[src/rtl/lenet_pkg.sv]
// Shared LeNet datapath constants and mode codes.
// The quantizer and the dequant unpacker both use these, so they agree on every shift.
package lenet_pkg;

    typedef enum logic [1:0] {
        MODE_IDLE  = 2'd0,
        MODE_CONV1 = 2'd1,
        MODE_CONV2 = 2'd2,
        MODE_DONE  = 2'd3
    } mode_e;

    localparam int DATA_BW   = 8;
    localparam int WEIGHT_BW = 4;
    localparam int ACC_BW    = 32;

    localparam int CONV1_WEIGHT_FL   = 3;
    localparam int CONV1_DATA_IN_FL  = 8;
    localparam int CONV1_DATA_OUT_FL = 5;
    localparam int CONV2_WEIGHT_FL   = 5;
    localparam int CONV2_DATA_IN_FL  = 5;
    localparam int CONV2_DATA_OUT_FL = 4;

    localparam int CONV1_SHIFT   = CONV1_WEIGHT_FL + CONV1_DATA_IN_FL - CONV1_DATA_OUT_FL;
    localparam int CONV2_SHIFT   = CONV2_WEIGHT_FL + CONV2_DATA_IN_FL - CONV2_DATA_OUT_FL;
    localparam int CONV1_BIAS_SH = CONV1_DATA_IN_FL;
    localparam int CONV2_BIAS_SH = CONV2_DATA_IN_FL;

    function automatic logic [DATA_BW-1:0] byte_sel(input logic [4*DATA_BW-1:0] w,
                                                     input logic [1:0] i);
        case (i)
            2'd0:    return w[7:0];
            2'd1:    return w[15:8];
            2'd2:    return w[23:16];
            default: return w[31:24];
        endcase
    endfunction

endpackage

[src/rtl/dequant_alu.sv]
// Combinational q -> accumulator-scale conversion with bias removal.
// Any mode other than CONV2 uses the CONV1 scaling.
module dequant_alu
    import lenet_pkg::*;
(
    input  logic [DATA_BW-1:0]   q,
    input  logic [WEIGHT_BW-1:0] bias,
    input  mode_e                mode_sel,
    output logic [ACC_BW-1:0]    out_data
);

    logic signed [ACC_BW-1:0] q_ext;
    logic signed [ACC_BW-1:0] b_ext;

    assign q_ext = {{(ACC_BW-DATA_BW){q[DATA_BW-1]}}, q};
    assign b_ext = {{(ACC_BW-WEIGHT_BW){bias[WEIGHT_BW-1]}}, bias};

    always_comb begin
        if (mode_sel == MODE_CONV2) begin
            out_data = (q_ext <<< CONV2_SHIFT) - (b_ext <<< CONV2_BIAS_SH);
        end else begin
            out_data = (q_ext <<< CONV1_SHIFT) - (b_ext <<< CONV1_BIAS_SH);
        end
    end

endmodule

[src/rtl/dequant_unpack.sv]
// Unpacks four int8 activations per word into de-quantized 32-bit values, one per cycle.
//   state     | meaning
//   ST_IDLE   | no word held, output register empty
//   ST_UNPACK | word held, byte idx_q is on out_*
module dequant_unpack
    import lenet_pkg::*;
(
    input  logic                 clk,
    input  logic                 srstn,
    input  logic [1:0]           mode,
    input  logic [WEIGHT_BW-1:0] bias_data,
    input  logic                 in_valid,
    output logic                 in_ready,
    input  logic [4*DATA_BW-1:0] in_word,
    input  logic                 in_last,
    input  logic [1:0]           in_nbytes,
    output logic                 out_valid,
    input  logic                 out_ready,
    output logic [ACC_BW-1:0]    out_data,
    output logic                 out_last
);

    typedef enum logic {ST_IDLE, ST_UNPACK} state_e;

    state_e                 state_q, state_d;
    logic [4*DATA_BW-1:0]   word_q, word_d;
    logic [WEIGHT_BW-1:0]   bias_q, bias_d;
    logic                   last_q, last_d;
    logic [1:0]             final_idx_q, final_idx_d;
    logic [1:0]             idx_q, idx_d;
    logic                   frame_q, frame_d;
    mode_e                  mode_q, mode_d;
    logic                   out_valid_q, out_valid_d;
    logic [ACC_BW-1:0]      out_data_q, out_data_d;
    logic                   out_last_q, out_last_d;

    logic                   out_fire, in_fire, at_final, frame_open;
    logic [1:0]             idx_nxt;
    mode_e                  mode_new;
    logic [DATA_BW-1:0]     alu_q;
    logic [WEIGHT_BW-1:0]   alu_bias;
    mode_e                  alu_mode;
    logic [ACC_BW-1:0]      alu_out;

    assign out_fire   = out_valid_q & out_ready;
    assign at_final   = (idx_q == final_idx_q);
    assign in_ready   = srstn & ((state_q == ST_IDLE) | (out_fire & at_final));
    assign in_fire    = in_valid & in_ready;
    assign idx_nxt    = idx_q + 2'd1;
    // A word accepted on the out_last handshake already belongs to the next frame.
    assign frame_open = frame_q & ~(out_fire & out_last_q);
    assign mode_new   = (mode == MODE_CONV2) ? MODE_CONV2 : MODE_CONV1;

    always_comb begin
        alu_q    = byte_sel(word_q, idx_nxt);
        alu_bias = bias_q;
        alu_mode = mode_q;
        if (in_fire) begin
            alu_q    = in_word[DATA_BW-1:0];
            alu_bias = bias_data;
            alu_mode = frame_open ? mode_q : mode_new;
        end
    end

    dequant_alu u_alu (
        .q        (alu_q),
        .bias     (alu_bias),
        .mode_sel (alu_mode),
        .out_data (alu_out)
    );

    always_comb begin
        state_d     = state_q;
        word_d      = word_q;
        bias_d      = bias_q;
        last_d      = last_q;
        final_idx_d = final_idx_q;
        idx_d       = idx_q;
        frame_d     = frame_open;
        mode_d      = mode_q;
        out_valid_d = out_valid_q;
        out_data_d  = out_data_q;
        out_last_d  = out_last_q;

        if (in_fire) begin
            state_d     = ST_UNPACK;
            word_d      = in_word;
            bias_d      = bias_data;
            last_d      = in_last;
            final_idx_d = in_last ? (in_nbytes - 2'd1) : 2'd3;
            idx_d       = 2'd0;
            frame_d     = 1'b1;
            mode_d      = alu_mode;
            out_valid_d = 1'b1;
            out_data_d  = alu_out;
            out_last_d  = in_last & (in_nbytes == 2'd1);
        end else if (out_fire) begin
            if (at_final) begin
                state_d     = ST_IDLE;
                idx_d       = 2'd0;
                out_valid_d = 1'b0;
                out_last_d  = 1'b0;
            end else begin
                idx_d      = idx_nxt;
                out_data_d = alu_out;
                out_last_d = last_q & (idx_nxt == final_idx_q);
            end
        end
    end

    always_ff @(posedge clk) begin
        if (!srstn) begin
            state_q     <= ST_IDLE;
            word_q      <= '0;
            bias_q      <= '0;
            last_q      <= 1'b0;
            final_idx_q <= 2'd3;
            idx_q       <= 2'd0;
            frame_q     <= 1'b0;
            mode_q      <= MODE_CONV1;
            out_valid_q <= 1'b0;
            out_data_q  <= '0;
            out_last_q  <= 1'b0;
        end else begin
            state_q     <= state_d;
            word_q      <= word_d;
            bias_q      <= bias_d;
            last_q      <= last_d;
            final_idx_q <= final_idx_d;
            idx_q       <= idx_d;
            frame_q     <= frame_d;
            mode_q      <= mode_d;
            out_valid_q <= out_valid_d;
            out_data_q  <= out_data_d;
            out_last_q  <= out_last_d;
        end
    end

    assign out_valid = out_valid_q;
    assign out_data  = out_data_q;
    assign out_last  = out_last_q;

endmodule

[config.mk]
export PLATFORM = sky130hd
export DESIGN_NAME = dequant_unpack
export DESIGN_NICKNAME = d
export VERILOG_FILES = /design/src/rtl/lenet_pkg.sv /design/src/rtl/dequant_alu.sv /design/src/rtl/dequant_unpack.sv
export SDC_FILE = /design/constraint.sdc
export NUM_CORES = 1
export LEC_CHECK = 0
export CAP_MARGIN = 20
export CORE_MARGIN = 4
export CORE_UTILIZATION = 30
export CTS_BUF_LIST = sky130_fd_sc_hd__clkbuf_16
export CTS_CLUSTER_SIZE = 8
export DETAILED_ROUTE_END_ITERATION = 7
export PLACE_DENSITY_LB_ADDON = 0.25
export SLEW_MARGIN = 5
export SYNTH_ARGS = -nofsm -noshare
export SYNTH_HDL_FRONTEND = slang
export SYNTH_HIERARCHICAL = 1
export SYNTH_SLANG_ARGS = --single-unit
[constraint.sdc]
create_clock -name clk -period 3.68 [get_ports clk]
set_input_delay 0.552 -clock clk [delete_from_list [all_inputs] [get_ports clk]]
set_output_delay 0.552 -clock clk [all_outputs]
set_load 0.02 [all_outputs]
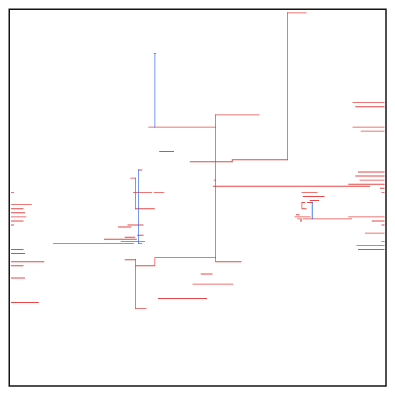
**Above:** run 1 (routed metal, one colour a layer).
Scale: 3 px per µm. Two of the layers only.
layer	colour	wire length
M3	red	515 µm
M4	blue	178 µm

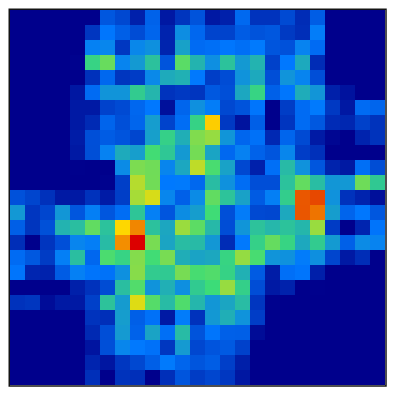
**Above:** run 1 (signal metal coverage by tile).
Scale: 3 px per µm. The die is cut into 25 by 25 equal tiles; dark blue is low, red is high, scaled to the fullest tile. Values are wire area over tile area, all layers added.
tiles over half the peak	7.8%
mean over tiles	0.10
emptiest ninth of the die	lower right
nearly empty tiles	30%
densest ninth of the die	centre

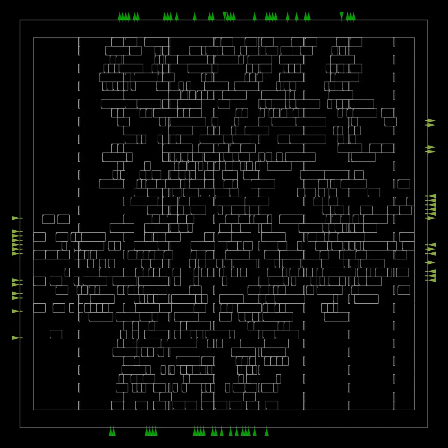
**Above:** run 1 (cell placement).
# Taps: 176
Cell Rows: 42
share of the final layout cell area in sequential cells: 29.6%
filler cell count in the final layout: 1,354

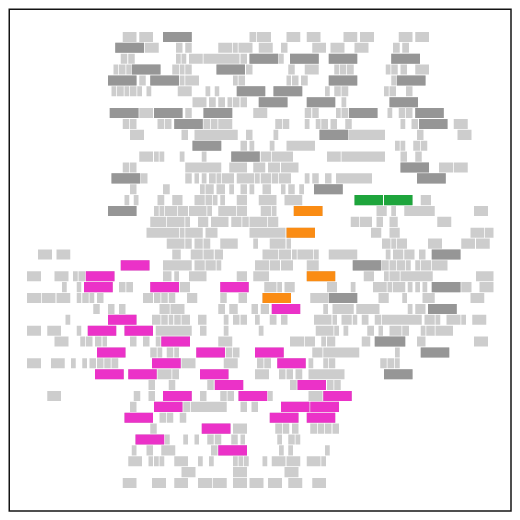
**Above:** run 1 (register map, names as in the netlist).
Scale: 4 px per µm. Other sequential cells in the stronger grey, the rest of the logic in the fainter grey.
signal	colour	flops
bias_q	orange	4
mode_q	green	2
word_q	magenta	32
not coloured	40

==> run summary, run 1 <==
flow finished, numbers: min Tclk post-route 3.46 ns, run status complete, no violations, count of hold-fix buffers inserted at cts 0, number of vias per cell after detailed routing a little under 5, hold-critical path depth 2, number of CTS-inserted buffers 9, setup slack of the most critical reg-to-reg path 0.28 ns, footprint of the flip-flops and latches 0.00156 mm², final-report setup violation count 0, fraction of power spent switching nets 28.1%, total length of routed met2 wires roughly 4.7 mm, Total Wirelength slightly above 10 mm, kind of cell adding the most delay to the critical path AND-OR/OR-AND gates, GRT Overall Usage 13.0%, CTS resizes 0, Clock Latency Late Sink 0.34 ns, worst hold slack 0.454 ns, WS Path Type input port to flop, buffer count from post-CTS setup fixing 0, Layout non-clock buf frac 18.5%, final slew viol count 0, count of input and output buffers 79, worst slack after detailed placement -0.196 ns, Cells after DPL 734, Met1 Wirelength roughly 4.8 mm, commonest cells in the synthesized netlist sky130_fd_sc_hd__nand2_1 (91), sky130_fd_sc_hd__dfxtp_1 (78), sky130_fd_sc_hd__nand3_1 (66), standard cell with the maximum stage delay on the critical path sky130_fd_sc_hd__clkdlybuf4s50_1, highest attainable clock frequency 0.289 GHz, Clock Sink Count 78, Worst VDD drop roughly 0.2 mV, worst min-delay path startpoint out_data[18]$_SDFFE_PN0P_, number of nets in the finished design ~630, Post-Synthesis Cell Area between 0.004 and 0.005 mm², simple-gate portion of the synthesized area between 20% and 30%, starting density of the core between 30% and 40%, endpoint with the worst hold slack out_data[18]$_SDFFE_PN0P_, aoi/oai-family share of the synthesized area between 20% and 30%, post-synthesis to final-layout area growth 28.3%, clock root buffer sky130_fd_sc_hd__clkbuf_16, share of final-layout standard cells stronger than drive strength 1 10.1%, flip-flops 78, wire length of the first global-routing pass 16.8 mm, Critical Path Sink out_data[26]$_SDFFE_PN0P_, slew of the pin with the lowest slew margin 0.667 ns, number of distinct library cells after synthesis 51, clock distribution area overhead in the final layout roughly 5.8%, proportion of cell area occupied by multi-input gates between 40% and 50%
==> run 2, diff against run 1 <==
--- a/config.mk
+++ b/config.mk
@@ -5,7 +5,7 @@
 export SDC_FILE = /design/constraint.sdc
 export NUM_CORES = 1
 export LEC_CHECK = 0
-export CAP_MARGIN = 20
+export CAP_MARGIN = 15
 export CORE_MARGIN = 4
 export CORE_UTILIZATION = 30
 export CTS_BUF_LIST = sky130_fd_sc_hd__clkbuf_16
@@ -17,3 +17,4 @@
 export SYNTH_HDL_FRONTEND = slang
 export SYNTH_HIERARCHICAL = 1
 export SYNTH_SLANG_ARGS = --single-unit
+export TNS_END_PERCENT = 1
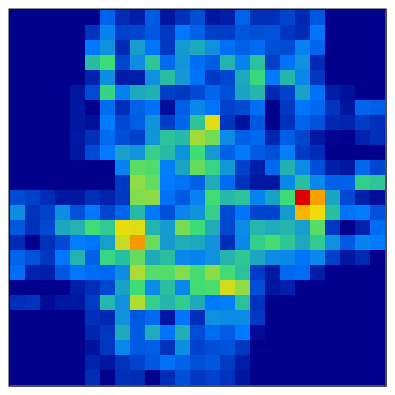
**Above:** run 2 (signal metal coverage by tile).
Scale: 3 px per µm. The die is cut into 25 by 25 equal tiles; dark blue is low, red is high, scaled to the fullest tile. Values are wire area over tile area, all layers added.
tiles over half the peak	6.6%
fullest tile	0.58
mean over tiles	0.10
nearly empty tiles	30%
densest ninth of the die	centre

==> run 2 against run 1 <==
  * Non-clock buffer count stayed put
  * Combinational power hardly changed
  * Largest cell class unchanged
  * Cell area stayed put
  * Setup slack worse by 0.011 ns
  * Wire length is 0.21% higher
  * Power is 0.12% higher
  * Area after synthesis stayed put
  * Hold slack hardly changed
  * Register-to-register slack hardly changed
  * Global-route usage stayed put
  * First-iteration DRC count is 7.5% higher
==> run summary, run 2 <==
flow finished, numbers: fraction of power spent switching nets 28.2% (+0.078 points), # Taps 176 (unchanged), final-report setup violation count 0 (unchanged), worst hold slack 0.454 ns (+0.0000490 ns), clock distribution area overhead in the final layout 5.77% (unchanged), Clock Latency Late Sink 0.34 ns (about the same), footprint of the flip-flops and latches 0.00156 mm² (unchanged), share of the final layout cell area in sequential cells 29.6% (unchanged), GRT Overall Usage 13.0% (unchanged), filler cell count in the final layout 1,354 (unchanged), Post-Synthesis Cell Area 0.00411 mm² (unchanged), slew of the pin with the lowest slew margin 0.669 ns (+0.00210 ns), Met1 Wirelength 4.79 mm (+0.36%), count of input and output buffers 79 (unchanged), count of hold-fix buffers inserted at cts 0 (unchanged), run status complete, no violations, buffer count from post-CTS setup fixing 0 (unchanged), Critical Path Sink out_data[20]$_SDFFE_PN0P_, aoi/oai-family share of the synthesized area 20.4% (unchanged), number of primary I/O pins 80, min Tclk post-route 3.47 ns (+0.0108 ns), Clock Sink Count 78 (unchanged), Worst VDD drop 0.198 mV (+0.68%), Cell Rows 42 (unchanged), Top cells excl fill/tap sky130_fd_sc_hd__nand2_1 (91), sky130_fd_sc_hd__dfxtp_1 (77), sky130_fd_sc_hd__clkdlybuf4s50_1 (77), number of nets in the finished design 632 (unchanged), power attributed to combinational cells approximately 0.00062 W, register share after synthesis 38.0%, highest attainable clock frequency 0.288 GHz (-0.31%), WS Path Type input port to flop, share of final-layout standard cells stronger than drive strength 1 10.1% (unchanged), standard cell with the maximum stage delay on the critical path sky130_fd_sc_hd__clkdlybuf4s50_1, Cells after DPL 734 (unchanged), biggest combinational cell group after synthesis simple AND/OR/NAND/NOR gates, kind of cell adding the most delay to the critical path AND-OR/OR-AND gates, worst slack after detailed placement -0.196 ns (unchanged), setup slack of the most critical reg-to-reg path 0.28 ns (about the same), Total Wirelength 10.2 mm (+0.21%), wire length of the first global-routing pass 16.8 mm (unchanged), number of distinct library cells after synthesis 51 (unchanged), starting density of the core 30.8% (unchanged), number of vias per cell after detailed routing 4.86 (+0.22%), endpoint with the worst hold slack out_data[18]$_SDFFE_PN0P_, post-synthesis to final-layout area growth 28.3% (unchanged), hold-critical path depth 2 (unchanged), Layout non-clock buf frac 18.5% (unchanged), flip-flops 78 (unchanged), number of CTS-inserted buffers 9 (unchanged), commonest cells in the synthesized netlist sky130_fd_sc_hd__nand2_1 (91), sky130_fd_sc_hd__dfxtp_1 (78), sky130_fd_sc_hd__nand3_1 (66)
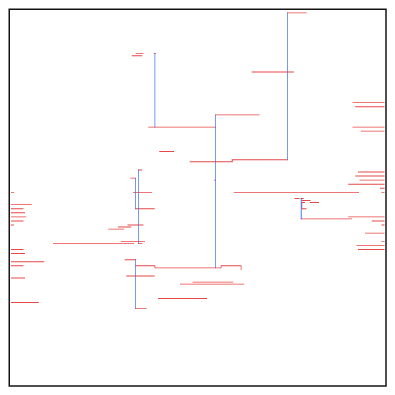
**Above:** run 2 (routed metal, one colour a layer).
Scale: 3 px per µm. Two of the layers only.
layer	colour	wire length
M3	red	520 µm
M4	blue	182 µm

==> run 3, diff against run 2 <==
--- a/config.mk
+++ b/config.mk
@@ -7,11 +7,12 @@
 export LEC_CHECK = 0
 export CAP_MARGIN = 15
 export CORE_MARGIN = 4
-export CORE_UTILIZATION = 30
+export CORE_UTILIZATION = 48
 export CTS_BUF_LIST = sky130_fd_sc_hd__clkbuf_16
 export CTS_CLUSTER_SIZE = 8
 export DETAILED_ROUTE_END_ITERATION = 7
 export PLACE_DENSITY_LB_ADDON = 0.25
+export SKIP_LAST_GASP = 1
 export SLEW_MARGIN = 5
 export SYNTH_ARGS = -nofsm -noshare
 export SYNTH_HDL_FRONTEND = slang
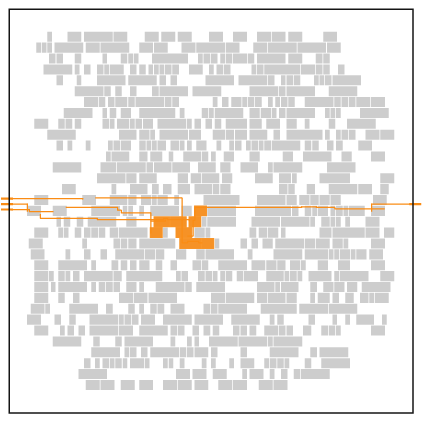
**Above:** run 3 (wires at chosen ports, followed through buffers).
Scale: 4 px per µm.
port	colour	direction	end cells	buffers	wire
bias_data	orange	input	8	4	213 µm
number of primary I/O pins: 80
count of input and output buffers: 79

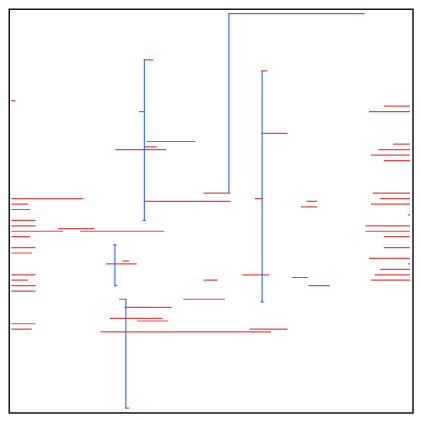
**Above:** run 3 (routed metal, one colour a layer).
Scale: 4 px per µm. Two of the layers only.
layer	colour	wire length
M4	blue	180 µm
M3	red	496 µm

==> run 3 against run 2 <==
  * Critical path depth rose by 2
  * Fmax is essentially flat
  * Clock skew about the same
  * Clock power fell by 13%
  * Area after synthesis unchanged
  * Power down 4.9%
  * Utilization rose by 23 points
  * Final cell count shrank 8.9%
  * Critical path type unchanged
==> run summary, run 3 <==
flow finished, numbers: commonest cells in the synthesized netlist sky130_fd_sc_hd__nand2_1 (91), sky130_fd_sc_hd__dfxtp_1 (78), sky130_fd_sc_hd__nand3_1 (66), highest attainable clock frequency 0.288 GHz (about the same), run status complete, no violations, Critical Path Sink out_data[18]$_SDFFE_PN0P_, filler cell count in the final layout 742 (-45%), # Taps 105 (-40%), worst min-delay path startpoint out_data[14]$_SDFFE_PN0P_, worst hold slack 0.453 ns (-0.00153 ns), register share after synthesis 38.0% (unchanged), hold-critical path depth 2 (unchanged), GRT Overall Usage 19.2% (+6.2 points), wire length of the first global-routing pass 15.7 mm (-6.3%), aoi/oai-family share of the synthesized area 20.4% (unchanged), starting density of the core 49.8% (+19 points), fraction of power spent switching nets 29.9% (+1.7 points), endpoint with the worst hold slack out_data[14]$_SDFFE_PN0P_, slew of the pin with the lowest slew margin 0.507 ns (-0.162 ns), power attributed to combinational cells 0.000612 W (about the same), count of hold-fix buffers inserted at cts 0 (unchanged), worst slack after detailed placement -0.117 ns (+0.0786 ns), setup slack of the most critical reg-to-reg path 0.35 ns (+0.07 ns), buffer count from post-CTS setup fixing 0 (unchanged), Total Wirelength 9.40 mm (-8.1%), Final GP Congestion 0.820, WS Path Type input port to flop, number of vias per cell after detailed routing 5.33 (+9.7%), post-synthesis to final-layout area growth 25.8%, footprint of the flip-flops and latches 0.00156 mm² (about the same), Clock Sink Count 78 (unchanged), share of final-layout standard cells stronger than drive strength 1 11.1% (+0.97 points), biggest combinational cell group after synthesis simple AND/OR/NAND/NOR gates, Clock Latency Late Sink 0.33 ns (about the same), min Tclk post-route 3.47 ns (+0.00208 ns), Worst VDD drop 0.246 mV (+24%), Top cells excl fill/tap sky130_fd_sc_hd__nand2_1 (91), sky130_fd_sc_hd__dfxtp_1 (78), sky130_fd_sc_hd__clkdlybuf4s50_1 (78), Cells after DPL 667 (-9.1%), number of CTS-inserted buffers 9 (unchanged), final-report setup violation count 0 (unchanged), clock distribution area overhead in the final layout 5.13% (-0.64 points), Layout non-clock buf frac 19.5% (+1.0 points), flip-flops 78 (unchanged)
Power and IR drop assume default switching activity.
